**src/rtl/gain_ramp.sv**
```systemverilog
// gain_ramp: stereo output-gain stage with a smoothly ramped gain.
//
// On each accepted sample strobe the left/right samples and the current gain
// are latched, then multiplied one after the other on a single shared
// multiplier. Both results are presented together, held stable, with a
// one-cycle out_valid pulse. After each accepted strobe the gain moves toward
// the (mute-aware) target by at most STEP.
//
// Ports:
//   clk          system clock, rising edge
//   reset        synchronous, active-high reset
//   sample_stb   one-cycle pulse per audio frame
//   left_in      signed left sample  (BITSIZE)
//   right_in     signed right sample (BITSIZE)
//   gain_target  requested gain, unsigned (GAINBITS), unity = 2^(GAINBITS-1)
//   mute         forces the effective target to 0
//   left_out     signed left result, held between updates
//   right_out    signed right result, held between updates
//   out_valid    one-cycle pulse when left_out/right_out update
//   gain_cur     current ramped gain
//   overrun      sticky; a strobe arrived while a frame was in progress
//
// Configuration macro:
//   GAIN_RAMP_SAT_EN  defined: clamp the scaled result to the BITSIZE range.
//                     undefined: keep the low BITSIZE bits (wrap-around).

module gain_ramp #(
    parameter int BITSIZE  = 16,
    parameter int GAINBITS = 8,
    parameter int STEP     = 1
) (
    input  logic                       clk,
    input  logic                       reset,
    input  logic                       sample_stb,
    input  logic signed [BITSIZE-1:0]  left_in,
    input  logic signed [BITSIZE-1:0]  right_in,
    input  logic        [GAINBITS-1:0] gain_target,
    input  logic                       mute,
    output logic signed [BITSIZE-1:0]  left_out,
    output logic signed [BITSIZE-1:0]  right_out,
    output logic                       out_valid,
    output logic        [GAINBITS-1:0] gain_cur,
    output logic                       overrun
);

    localparam int PW = BITSIZE + GAINBITS + 1;

    typedef enum logic [1:0] {StIdle, StMulL, StMulR, StPush} state_t;

    state_t                     state_q;
    logic signed [BITSIZE-1:0]  left_q, right_q;
    logic        [GAINBITS-1:0] gain_lat_q;
    logic signed [BITSIZE-1:0]  prod_l_q, prod_r_q;
    logic signed [BITSIZE-1:0]  left_out_q, right_out_q;
    logic                       valid_q;
    logic        [GAINBITS-1:0] gain_cur_q;
    logic                       overrun_q;

    // Shared multiplier: operand chosen by state, result narrowed combinationally.
    logic signed [BITSIZE-1:0] mul_a;
    logic signed [PW-1:0]      mul_a_ext, mul_b_ext, product, shifted;
    logic signed [BITSIZE-1:0] narrowed;

    always_comb begin
        mul_a     = (state_q == StMulR) ? right_q : left_q;
        mul_a_ext = $signed({{(GAINBITS + 1){mul_a[BITSIZE-1]}}, mul_a});
        // Gain is unsigned; a zero MSB makes it a non-negative signed operand.
        mul_b_ext = $signed({{(BITSIZE + 1){1'b0}}, gain_lat_q});
        product   = mul_a_ext * mul_b_ext;
        shifted   = product >>> (GAINBITS - 1);
    end

`ifdef GAIN_RAMP_SAT_EN
    logic signed [PW-1:0] max_val, min_val;

    always_comb begin
        max_val = $signed({{(PW - BITSIZE + 1){1'b0}}, {(BITSIZE - 1){1'b1}}});
        min_val = $signed({{(PW - BITSIZE + 1){1'b1}}, {(BITSIZE - 1){1'b0}}});
        if (shifted > max_val) begin
            narrowed = max_val[BITSIZE-1:0];
        end else if (shifted < min_val) begin
            narrowed = min_val[BITSIZE-1:0];
        end else begin
            narrowed = shifted[BITSIZE-1:0];
        end
    end
`else
    always_comb begin
        narrowed = shifted[BITSIZE-1:0];
    end
`endif

    // Ramp: step toward the effective target, landing exactly when the gap
    // is no larger than STEP so the gain can neither overshoot nor wrap.
    logic [GAINBITS-1:0] eff_target, gap, gain_next;

    always_comb begin
        eff_target = mute ? '0 : gain_target;
        gain_next  = gain_cur_q;
        gap        = '0;
        if (eff_target > gain_cur_q) begin
            gap       = eff_target - gain_cur_q;
            gain_next = (int'(gap) > STEP) ? gain_cur_q + GAINBITS'(STEP) : eff_target;
        end else if (eff_target < gain_cur_q) begin
            gap       = gain_cur_q - eff_target;
            gain_next = (int'(gap) > STEP) ? gain_cur_q - GAINBITS'(STEP) : eff_target;
        end
    end

    always_ff @(posedge clk) begin
        if (reset) begin
            state_q     <= StIdle;
            left_q      <= '0;
            right_q     <= '0;
            gain_lat_q  <= '0;
            prod_l_q    <= '0;
            prod_r_q    <= '0;
            left_out_q  <= '0;
            right_out_q <= '0;
            valid_q     <= 1'b0;
            gain_cur_q  <= '0;
            overrun_q   <= 1'b0;
        end else begin
            valid_q <= 1'b0;
            if (sample_stb && (state_q != StIdle)) begin
                overrun_q <= 1'b1;
            end
            case (state_q)
                StIdle: begin
                    if (sample_stb) begin
                        left_q     <= left_in;
                        right_q    <= right_in;
                        gain_lat_q <= gain_cur_q;
                        gain_cur_q <= gain_next;
                        state_q    <= StMulL;
                    end
                end
                StMulL: begin
                    prod_l_q <= narrowed;
                    state_q  <= StMulR;
                end
                StMulR: begin
                    prod_r_q <= narrowed;
                    state_q  <= StPush;
                end
                StPush: begin
                    left_out_q  <= prod_l_q;
                    right_out_q <= prod_r_q;
                    valid_q     <= 1'b1;
                    state_q     <= StIdle;
                end
                default: state_q <= StIdle;
            endcase
        end
    end

    assign left_out  = left_out_q;
    assign right_out = right_out_q;
    assign out_valid = valid_q;
    assign gain_cur  = gain_cur_q;
    assign overrun   = overrun_q;

endmodule

```
**config.mk**
```make
export PLATFORM = sky130hd
export DESIGN_NAME = gain_ramp
export DESIGN_NICKNAME = d
export VERILOG_FILES = /design/src/rtl/gain_ramp.sv
export SDC_FILE = /design/constraint.sdc
export NUM_CORES = 1
export LEC_CHECK = 0
export CAP_MARGIN = 20
export CELL_PAD_IN_SITES_DETAIL_PLACEMENT = 1
export CELL_PAD_IN_SITES_GLOBAL_PLACEMENT = 1
export CORE_ASPECT_RATIO = 1.2
export CORE_MARGIN = 2
export CORE_UTILIZATION = 46
export CTS_BUF_LIST = sky130_fd_sc_hd__clkbuf_8
export DETAILED_ROUTE_END_ITERATION = 16
export PLACE_DENSITY = 0.91
export SLEW_MARGIN = 20
export SYNTH_ARGS = -nofsm -noshare
export SYNTH_HDL_FRONTEND = slang
export SYNTH_SLANG_ARGS = --single-unit
```
**constraint.sdc**
```tcl
create_clock -name clk -period 6.2 [get_ports clk]
set_input_delay 0.93 -clock clk [delete_from_list [all_inputs] [get_ports clk]]
set_output_delay 0.93 -clock clk [all_outputs]
set_load 0.005 [all_outputs]
```
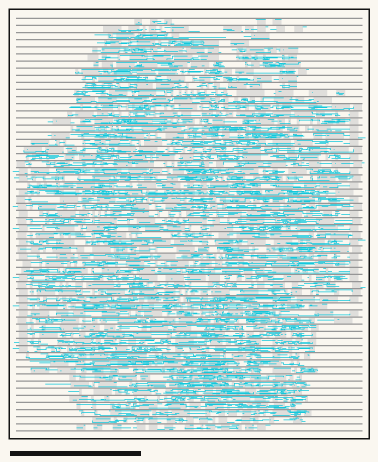
(images/met1.png)
Scale bar: 50 um. Supply wires on this layer in grey. Cells faint in the background.
The wires run mostly horizontal. The layer holds 42% of the routed length. The longest straight run is 35.9 um. 1,279 nets have wire on it. The layer carries 11,700 um of wire.

==> reports/qor.txt <==
run status: finished, final reports clean
net count after synthesis: 1,340
initial antenna violation count: 0
list of most frequent post-synthesis cells: 171 x nand2_1, 162 x inv_1, 116 x dfxtp_1, 98 x fa_1, 66 x a21oi_1
crit-path cells: inv_1, ha_4, mux2_2, and2_1, fa_1, fa_1, fa_1, inv_1, fa_1, inv_1, ha_1, a21o_1, a311oi_2, o221a_2, nand4b_1, a31oi_1, o21ai_0, nand3_1, a21oi_1
hold wc startpoint: left_q[10]$_SDFFE_PP0P_
worst skew pair latency: 480 ps
Crit Path Class: flip-flop to flip-flop
most frequent cell after synthesis: nand2_1
Area leader share: 0.2376
Core Region: 20,900 sq um
area fraction in compound gates: 0.1170
Bufs and invs on worst path: 3
vias in the first global route: 9,037
count of library flops with an enable pin: 0
Post-Route WL: 27.80 mm
Rel. slew slack: 0.3139
area added between synthesis and finish: 15.17%
simple share: 0.1918
first-pass GRT wire length: 46.11 mm
critical path's most frequent cell: fa_1
Cells after Synth: 1,136
Tmin final: 5860 ps
Antenna Cells: 0
R2R Path End: prod_l_q[14]$_SDFFE_PP0N_
WL per Instance: 18.81 um
Pwr Density: 287.2 nW/um^2
layout cell share with drive strength beyond 1: 0.06374
Pleak: 4.991 nW
Max stage delay on crit path: 550 ps
num ports: 86
Hold Path Sink: left_q[10]$_SDFFE_PP0P_
Power, Total: 0.003233 W
largest net degree at the start of global routing: 89
CP Data Required Time: 6590 ps
RD Place Congestion: 0.8904
Setup Skew: 20.13 ps
Adder Area Share: 0.2801
Synth Area in XOR/XNOR: 0.02330
CTS root buf: clkbuf_8
die x size: 137.1 um
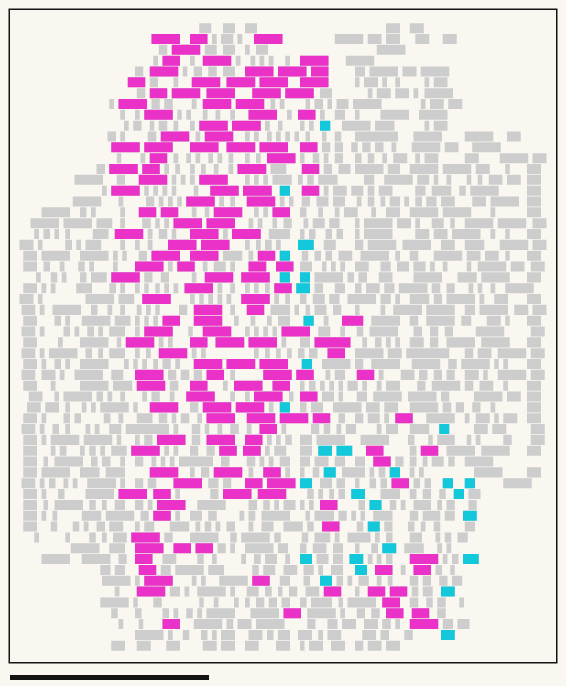
(images/gate_families.png)
Scale bar: 50 um.
Key: cyan = AND-OR and OR-AND gates [cells 31, most used a21o_1]; magenta = adder and majority cells [cells 160, most used fa_1]

[metrics by stage]
step	instances	hold WS, ps	setup WS, ps	util	cell area (sq um)
after floorplan	1136	432.9	694.6	-	9774
after global placement	1446	440.0	556.5	0.5174	10810
after detailed placement	1446	444.3	238.4	0.5174	10810
after CTS	1478	457.4	193.9	0.5380	11240
after global routing	1478	482.9	79.36	0.5386	11260
final	1478	456.7	340.3	0.5386	11260
[timing repair]
action	in CTS	in global routing
gates resized	0	2
endpoints found under the hold margin	0	0
endpoints found under the setup margin	0	19
[registers in the layout, indices dropped and copies added, names as in the netlist]
register / flops
overrun: 1
left_out: 16
right_out: 16
out_valid: 1
gain_lat_q: 8
gain_cur: 8
prod_l_q: 16
state_q: 2
right_q: 16
left_q: 16
prod_r_q: 16
[logic make-up after synthesis]
family | Yosys count
compound gates | 168
xor+xnor | 26
fa+ha+maj | 160
buf+inv | 217
flops | 116
mux | 62
simple gates | 387
[worst max path at each step]
stage / startpoint / to / slack [ps] / cells past startpoint
after floorplan: state_q[0]$_SDFFE_PP0P_ / prod_l_q[14]$_SDFFE_PP0N_ / 690 / 21
after global placement: state_q[0]$_SDFFE_PP0P_ / prod_l_q[14]$_SDFFE_PP0N_ / 560 / 19
after detailed placement: state_q[0]$_SDFFE_PP0P_ / prod_l_q[12]$_SDFFE_PP0N_ / 240 / 19
after CTS: state_q[0]$_SDFFE_PP0P_ / prod_l_q[14]$_SDFFE_PP0N_ / 190 / 19
after global routing: state_q[0]$_SDFFE_PP0P_ / prod_l_q[14]$_SDFFE_PP0N_ / 80 / 20
final: state_q[0]$_SDFFE_PP0P_ / prod_l_q[14]$_SDFFE_PP0N_ / 340 / 19
[layout make-up]
| type | instances | area (sq um) | share of cell area |
|---|---|---|---|
| clock buffers | 17 | 234.0 | 0.02078 |
| clock inverters | 15 | 196.4 | 0.01745 |
| inverters | 163 | 611.8 | 0.05435 |
| multi-input cells | 803 | 6639 | 0.5898 |
| flip-flops and latches | 116 | 2322 | 0.2063 |
| well taps | 270 | 337.8 | 0.03001 |
| repair buffers | 94 | 915.9 | 0.08136 |
[routing by layer]
layer	track usage	wire length, um	vias to the layer above
met4	0.08107	574	0
met3	0.03942	871	58
met1	0.3151	11680	4109
met2	0.4765	14680	205
li1	-	-	3781
met5	0	0	-
[placed cells by master (no fill, tap or decap), types with 5 or more instances in the layout]
cell	count
xor2_1	8
inv_1	162
a211oi_1	10
clkdlybuf4s50_1	84
o21a_1	5
ha_1	60
and2_1	39
nand4_1	7
nand2b_1	30
a21o_1	8
nor2b_1	21
xnor2_1	18
buf_4	10
nor2_1	65
clkbuf_8	17
o22ai_1	9
mux2_2	13
a31oi_1	5
fa_1	98
o211ai_1	6
nand3_1	17
mux2i_1	48
nand2_1	171
o21ai_0	14
dfxtp_1	116
a21oi_1	66
nor3_1	7
clkinv_4	6
[worst min-delay path, stage by stage, from the launching register on]
cell and delay [ps]:
dfxtp_1 310, nand2_1 50, a21oi_1 50
[power breakdown]
| group | switching [W] | internal (W) |
|---|---|---|
| Clock | 0.000377 | 0.000409 |
| Sequential | 0.000141 | 0.000841 |
| Combinational | 0.000873 | 0.000591 |
Power figures rest on the tool's default switching activity, not on a simulated workload.
